**config.mk**
```make
export PLATFORM = sky130hd
export DESIGN_NAME = branch_predictor_btb
export DESIGN_NICKNAME = d
export VERILOG_FILES = /design/src/rtl/branch_predictor_btb.sv
export SDC_FILE = /design/constraint.sdc
export NUM_CORES = 2
export LEC_CHECK = 0
export ABC_CLOCK_PERIOD_IN_PS = 47700
export CAP_MARGIN = 10
export CELL_PAD_IN_SITES_DETAIL_PLACEMENT = 1
export CELL_PAD_IN_SITES_GLOBAL_PLACEMENT = 2
export CORE_ASPECT_RATIO = 0.7
export CORE_MARGIN = 10
export CORE_UTILIZATION = 43
export DETAILED_ROUTE_END_ITERATION = 12
export PLACE_DENSITY_LB_ADDON = 0.3
export RECOVER_POWER = 50
export REMOVE_ABC_BUFFERS = 1
export SYNTH_ARGS = -nofsm -noshare
export SYNTH_HDL_FRONTEND = slang
export SYNTH_SLANG_ARGS = --single-unit
```
**constraint.sdc**
```tcl
create_clock -name CLK -period 47.7 [get_ports CLK]
set_input_delay 7.155 -clock CLK [delete_from_list [all_inputs] [get_ports CLK]]
set_output_delay 7.155 -clock CLK [all_outputs]
set_load 0.03 [all_outputs]
```
**src/rtl/branch_predictor_btb.sv**
```systemverilog
// Branch target buffer with 2-bit direction counters.
// Predicts next-PC at fetch, trains and flags mispredicts at execute.
module branch_predictor_btb #(
  parameter int         ENTRIES  = 16,
  parameter int         TAG_W    = 26,
  parameter logic [1:0] INIT_CTR = 2'b10
) (
  input  logic        CLK,
  input  logic        RST,
  input  logic        lookup_valid,
  input  logic [31:0] lookup_pc,
  output logic        pred_hit,
  output logic        pred_taken,
  output logic [31:0] pred_target,
  input  logic        resolve_valid,
  input  logic [31:0] resolve_pc,
  input  logic        resolve_taken,
  input  logic [31:0] resolve_target,
  input  logic        resolve_pred_taken,
  input  logic [31:0] resolve_pred_target,
  input  logic        invalidate,
  output logic        redirect_en,
  output logic [31:0] redirect_pc,
  output logic        flush_fetch,
  output logic [31:0] stat_branches,
  output logic [31:0] stat_mispredicts
);

  localparam int IDX_W = $clog2(ENTRIES);

  logic [ENTRIES-1:0] valid_q;
  logic [TAG_W-1:0]   tag_q [ENTRIES];
  logic [31:0]        tgt_q [ENTRIES];
  logic [1:0]         ctr_q [ENTRIES];

  logic [IDX_W-1:0] l_idx;
  logic [TAG_W-1:0] l_tag;
  logic [IDX_W-1:0] r_idx;
  logic [TAG_W-1:0] r_tag;
  logic             r_hit;
  logic             mis;
  logic [31:0]      l_pc4;
  logic [31:0]      r_pc4;
  logic             unused_ok;

  assign unused_ok = ^{lookup_pc[1:0], resolve_pc[1:0]};

  assign l_idx = lookup_pc[2 +: IDX_W];
  assign l_tag = lookup_pc[2+IDX_W +: TAG_W];
  assign r_idx = resolve_pc[2 +: IDX_W];
  assign r_tag = resolve_pc[2+IDX_W +: TAG_W];
  assign l_pc4 = lookup_pc + 32'd4;
  assign r_pc4 = resolve_pc + 32'd4;

  // Fetch-side prediction, reads pre-update contents.
  always_comb begin
    pred_hit    = lookup_valid & valid_q[l_idx]
                & (tag_q[l_idx] == l_tag);
    pred_taken  = pred_hit & ctr_q[l_idx][1];
    pred_target = pred_taken ? tgt_q[l_idx] : l_pc4;
  end

  // Execute-side mispredict detection and redirect.
  always_comb begin
    r_hit = valid_q[r_idx] & (tag_q[r_idx] == r_tag);
    mis   = resolve_valid
          & ((resolve_taken != resolve_pred_taken)
          | (resolve_taken & resolve_pred_taken
          & (resolve_target != resolve_pred_target)));
    redirect_en = mis;
    flush_fetch = mis;
    redirect_pc = '0;
    if (mis)
      redirect_pc = resolve_taken ? resolve_target : r_pc4;
  end

  // Table training; invalidate wins over any same-cycle update.
  always_ff @(posedge CLK or posedge RST) begin
    if (RST) begin
      valid_q <= '0;
      for (int i = 0; i < ENTRIES; i++) begin
        tag_q[i] <= '0;
        tgt_q[i] <= '0;
        ctr_q[i] <= '0;
      end
    end else if (invalidate) begin
      valid_q <= '0;
    end else if (resolve_valid) begin
      if (r_hit) begin
        if (resolve_taken) begin
          tgt_q[r_idx] <= resolve_target;
          if (ctr_q[r_idx] != 2'b11)
            ctr_q[r_idx] <= ctr_q[r_idx] + 2'd1;
        end else if (ctr_q[r_idx] != 2'b00) begin
          ctr_q[r_idx] <= ctr_q[r_idx] - 2'd1;
        end
      end else if (resolve_taken) begin
        valid_q[r_idx] <= 1'b1;
        tag_q[r_idx]   <= r_tag;
        tgt_q[r_idx]   <= resolve_target;
        ctr_q[r_idx]   <= INIT_CTR;
      end
    end
  end

  // Saturating performance counters.
  always_ff @(posedge CLK or posedge RST) begin
    if (RST) begin
      stat_branches    <= '0;
      stat_mispredicts <= '0;
    end else begin
      if (resolve_valid && stat_branches != '1)
        stat_branches <= stat_branches + 32'd1;
      if (mis && stat_mispredicts != '1)
        stat_mispredicts <= stat_mispredicts + 32'd1;
    end
  end

endmodule
```
Signal wires on met1:
Supply wires on this layer in gray.
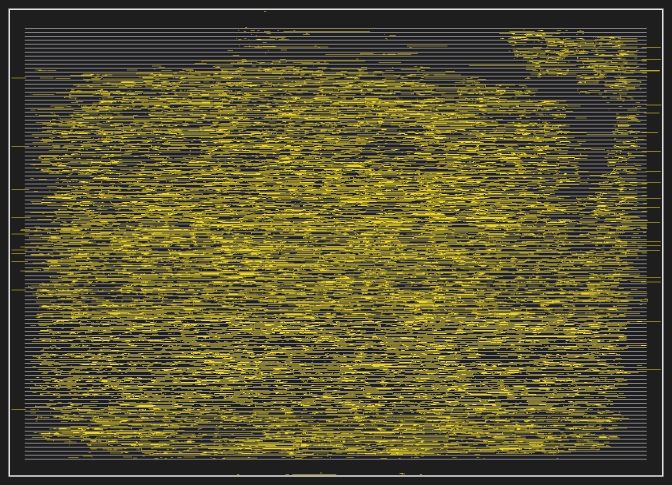
wire length on this layer: 85.8 mm
main direction: horizontal
longest straight run: 131 um
nets with wire on the layer: 4346
share of all routed wire: 44%
via count: 38546
WL final: 196000 um
GR Util met1: 39.1%

Metal 4:
Bar = 100 um. Supply wires on this layer in gray. Cells faint in the background.
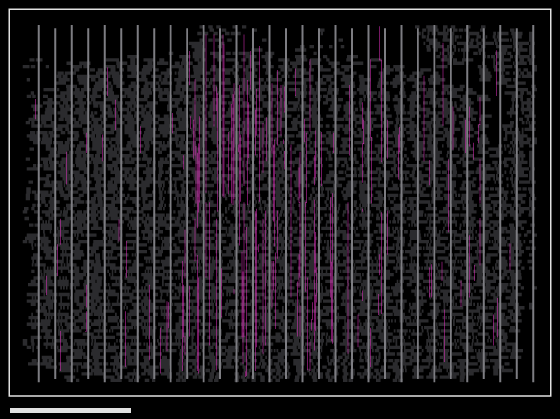
wire length on this layer: 7640 um
nets with wire on the layer: 91

Cells colored by class:
Bar = 100 um. Fill, decap, tap and diode cells in gray.
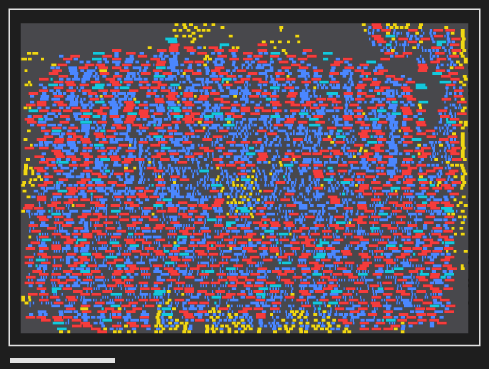
| class | color | cells |
|---|---|---|
| remaining logic cells | blue | 2946 |
| remaining buffers and delay cells | yellow | 379 |
| registers | red | 1040 |
| clock drivers and dummy loads | cyan | 199 |
Rows: 108
core area: 0.125 mm2
Seq/total area: 41.8%

Local utilization:
22 x 16 tiles, from white (low) to dark blue (high), 0 to 100% covered.
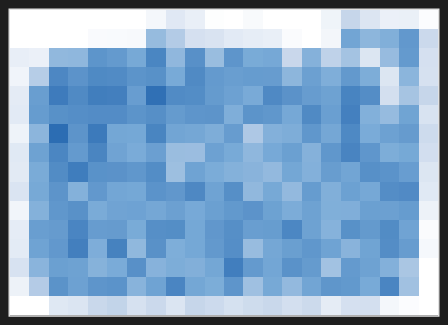
fullest tile: 75%
tiles over 75% full: 0.30%
nearly empty tiles: 6.8%
mean over tiles: 43%
Core Util at FP: 43.5%
final core utilization: 49.9%

==> final timing paths <==
path | to | start | cells after the start | slack, ps
setup / recovery | pred_target[12] | lookup_pc[2] | 14 | 26750
hold / removal | tgt_q[280]$_DFFE_PP0P_ | tgt_q[280]$_DFFE_PP0P_ | 2 | 470
max in group asynchronous | tag_q[48]$_DFFE_PP0P_ | RST | 3 | 29800
min in group asynchronous | tgt_q[489]$_DFFE_PP0P_ | RST | 2 | 8620
hold reg to reg | tgt_q[280]$_DFFE_PP0P_ | tgt_q[280]$_DFFE_PP0P_ | 2 | 470
setup reg to reg | tag_q[198]$_DFFE_PP0P_ | tag_q[313]$_DFFE_PP0P_ | 10 | 42160
==> per-layer routing <==
metal  share of wire, %  up-vias  wire (um)
met5              0.054        -        106
met4                3.9        4       7640
met3                8.1      338      16000
met2                 44     1613      86900
met1                 44    20742      85800
li1                   -    15849          -
==> area by class of cell <==
class / count / area, um2 / area share [%]
antenna: 3 / 7.51 / 0.0121
clock buffer: 141 / 2980 / 4.80
clock inverter: 58 / 927 / 1.49
inverter: 46 / 174 / 0.280
multi-input combinational: 2900 / 26500 / 42.7
sequential: 1040 / 26000 / 41.8
tap: 1650 / 2060 / 3.32
timing repair buffer: 379 / 3480 / 5.59
==> power breakdown <==
| part | switching (mW) | total, mW | internal [mW] | leakage (nW) |
|---|---|---|---|---|
| Combinational | 0.205 | 0.400 | 0.195 | 13.0 |
| Clock | 0.387 | 0.944 | 0.556 | 1.94 |
| Sequential | 0.0781 | 1.07 | 0.992 | 13.8 |
==> stage by stage <==
stage / instances / total power, mW
floorplan: 3986 / 1.31
global placement: 6015 / 1.47
detailed placement: 6015 / 1.48
CTS: 6214 / 2.43
global route: 6215 / 2.51
finish: 6217 / 2.41
==> tightest hold or removal path, stage by stage, from the launching register on <==
cell and delay, ps:
dfrtp_1 340, nand2_1 50, nand2_1 50
==> cell usage in the layout, fill, tap and decap left out, drive strengths merged, types with 8 or more instances in the layout <==
cell           Yosys  layout
a211oi            26      26
a21o              14      14
a21oi             53      53
a22o              13      13
a22oi             20      20
a31oi              8       8
and2              11      11
and3              28      28
and4              13      13
buf              144     106
bufinv             0      21
clkbuf           245     157
clkdlybuf4s50      0     190
clkinv             1      34
dfrtp           1040    1040
dlygate4sd3        0      67
ha                10      10
inv               45      48
mux2             711     711
mux2i             92      92
mux4             378     378
nand2            870     870
nand2b             9       9
nand3             59      59
nand4             42      42
nor2             145     145
nor2b             27      27
nor3              17      17
nor4              24      24
o211ai            12      12
o21ai             43      43
xnor2            123     123
xor2              77      77
==> kinds of logic after synthesis <==
| logic type | count (synthesis) |
|---|---|
| XOR/XNOR | 200 |
| flip-flops | 1040 |
| AND-OR/OR-AND | 243 |
| AND/OR/NAND/NOR | 1266 |
| buffers and inverters | 435 |
| adder cells (fa/ha/maj) | 10 |
| multiplexers | 1181 |
==> state kept, by name, indices dropped and copies added, names as in the netlist <==
| register | count |
|---|---|
| ctr_q | 32 |
| stat_branches | 32 |
| stat_mispredicts | 32 |
| tag_q | 416 |
| tgt_q | 512 |
| valid_q | 16 |
==> out/qor.csv <==
stage,metric,value,unit
worst_setup_path,cp_num_buf_inv,5,
pwr,power_leakage,28.7,nW
worst_setup_path,cp_top_family,buffers and inverters,
yosys,top_cell,dfrtp_1,
pwr,ir_drop,0.0000334,V
yosys,yosys.area_share.simple,9.98,%
cells_and_area,fill_cells,12579,
worst_setup_path,start_kind,input pin,
global_routing,met3_usage,6.60,%
global_routing,antenna_found_initial,8,
yosys,postSynthCellCount,4375,
yosys,synth_cell_types,70,
clock_network,cts_buffer_depth,3,
placement,dp.final_hpwl,123000,um
worst_setup_path,slowest_stage,buf_4,
routing,first_iter_violations,3870,
placement,io_buffer_count,266,
floorplan,io-pin-count,267,
yosys,mux_area_share,32.1,%
cells_and_area,syn_to_final_growth,14.7,%
yosys,synth.largest_area_cell,dfrtp_1,
sta,worst_clock_skew,27.1,ps
sta,worst_pin_slew,7800,ps
floorplan,die.size.y,317,um
clock_network,hold_buffers,0,
worst_setup_path,path_common_cell,buf_4,
routing,drt_first_pass_iters,5,
floorplan,die_x,445,um
routing,drt.antenna.violating_nets,0,
run_status,outcome,"complete, but fails checks",
clock_network,numCtsBuffers,105,
yosys,topCellsByArea,"dfrtp_1 48%, mux4_2 16%, mux2_2 11%",
yosys,yosys.stat.seqShare,48.0,%
cells_and_area,design_area,0.0622,mm2
global_routing,overflow,0,
yosys,syn_area,0.0543,mm2
global_routing,grt_pass1_vias,40110,
sta,max_freq,47.7,MHz
sta,post-route-period-util,43.9,%
sta,finalSetupTns,0,ps
yosys,synthFlopType,dfrtp_1,
routing,viasPerCell,6.20,
yosys,edf_count,0,
sta,timing.final.hold_violations,0,
global_routing,track_usage,27.5,%
worst_setup_path,critPathCaptureType,output port,
routing,drc_errors,0,
sta,whs,474,ps
clock_network,cts_sinks,1040,
run,maxCapViolations,18,
sta,setup_ws,26750,ps
placement,globalplace.congestion,0.903,
global_routing,grt_use_met2,41.3,%
worst_setup_path,cp.required,40550,ps
clock_network,cts_setup_buffers,0,
routing,avgRoutedWirePerCell,31.6,um
clock_network,path_clk_slew,60,ps
yosys,ys_top_logic_family,multiplexers,
clock_network,clock_latency,750,ps
yosys,top_area_share,48.0,%
yosys,yosys_area,0.0543,mm2
clock_network,ctsResizeCount,0,
cells_and_area,layout-drive-gt1-share,27.1,%
global_routing,grt_max_degree,146,
yosys,synthAoiAreaFrac,3.04,%
sta,setup_viol,0,
run_status,violations,"capacitance limit, slew limit",
sta,finalMaxSlewViolations,1097,
sta,relSlewSlack,-420,%
yosys,ys_warn_count,0,
worst_setup_path,slowest_delay,840,ps
yosys,syn_avg_cell_area,12.4,um2
worst_setup_path,path_cells,buf_8 > buf_4 > buf_4 > mux4_2 > nor2b_1 > a211oi_1 > a21oi_1 > xor2_1 > nor2_1 > nand4_1 > nor4_2 > buf_4 > mux2_2 > clkdlybuf4s50_1,
clock_network,root_buffer,clkbuf_16,
worst_setup_path,crit_type,input pin to output port,
cells_and_area,fin_nets,4617,
sta,min_period,20950,ps
worst_setup_path,worstPathMaxFanout,71,
yosys,top_cells_by_count,"1040 x dfrtp_1, 870 x nand2_1, 518 x mux2_2",
floorplan,die_area,0.141,mm2
run,tool_warnings,39,
worst_hold_path,min-delay-path-class,flop to flop,
yosys,synth_async_sr_flop_share,100,%
yosys,ys_sh_xor,3.23,%
pwr,power.density,38.8,mW/mm2
yosys,ys_cells,4375,
placement,dpl-instance-area,0.0584,mm2
sta,rsz0062_at_grt,no,
global_routing,top_usage_layer,met2,
global_routing,grt_pass1_wl,289000,um
yosys,ys_sh_adder,0.231,%
clock_network,htreeDepth,3,
worst_setup_path,cp.arrival,13800,ps
clock_network,cts_tree,done,
yosys,ys_ff,1040,
placement,dp_slack,26780,ps
Power is estimated from default activity; no workload was simulated.
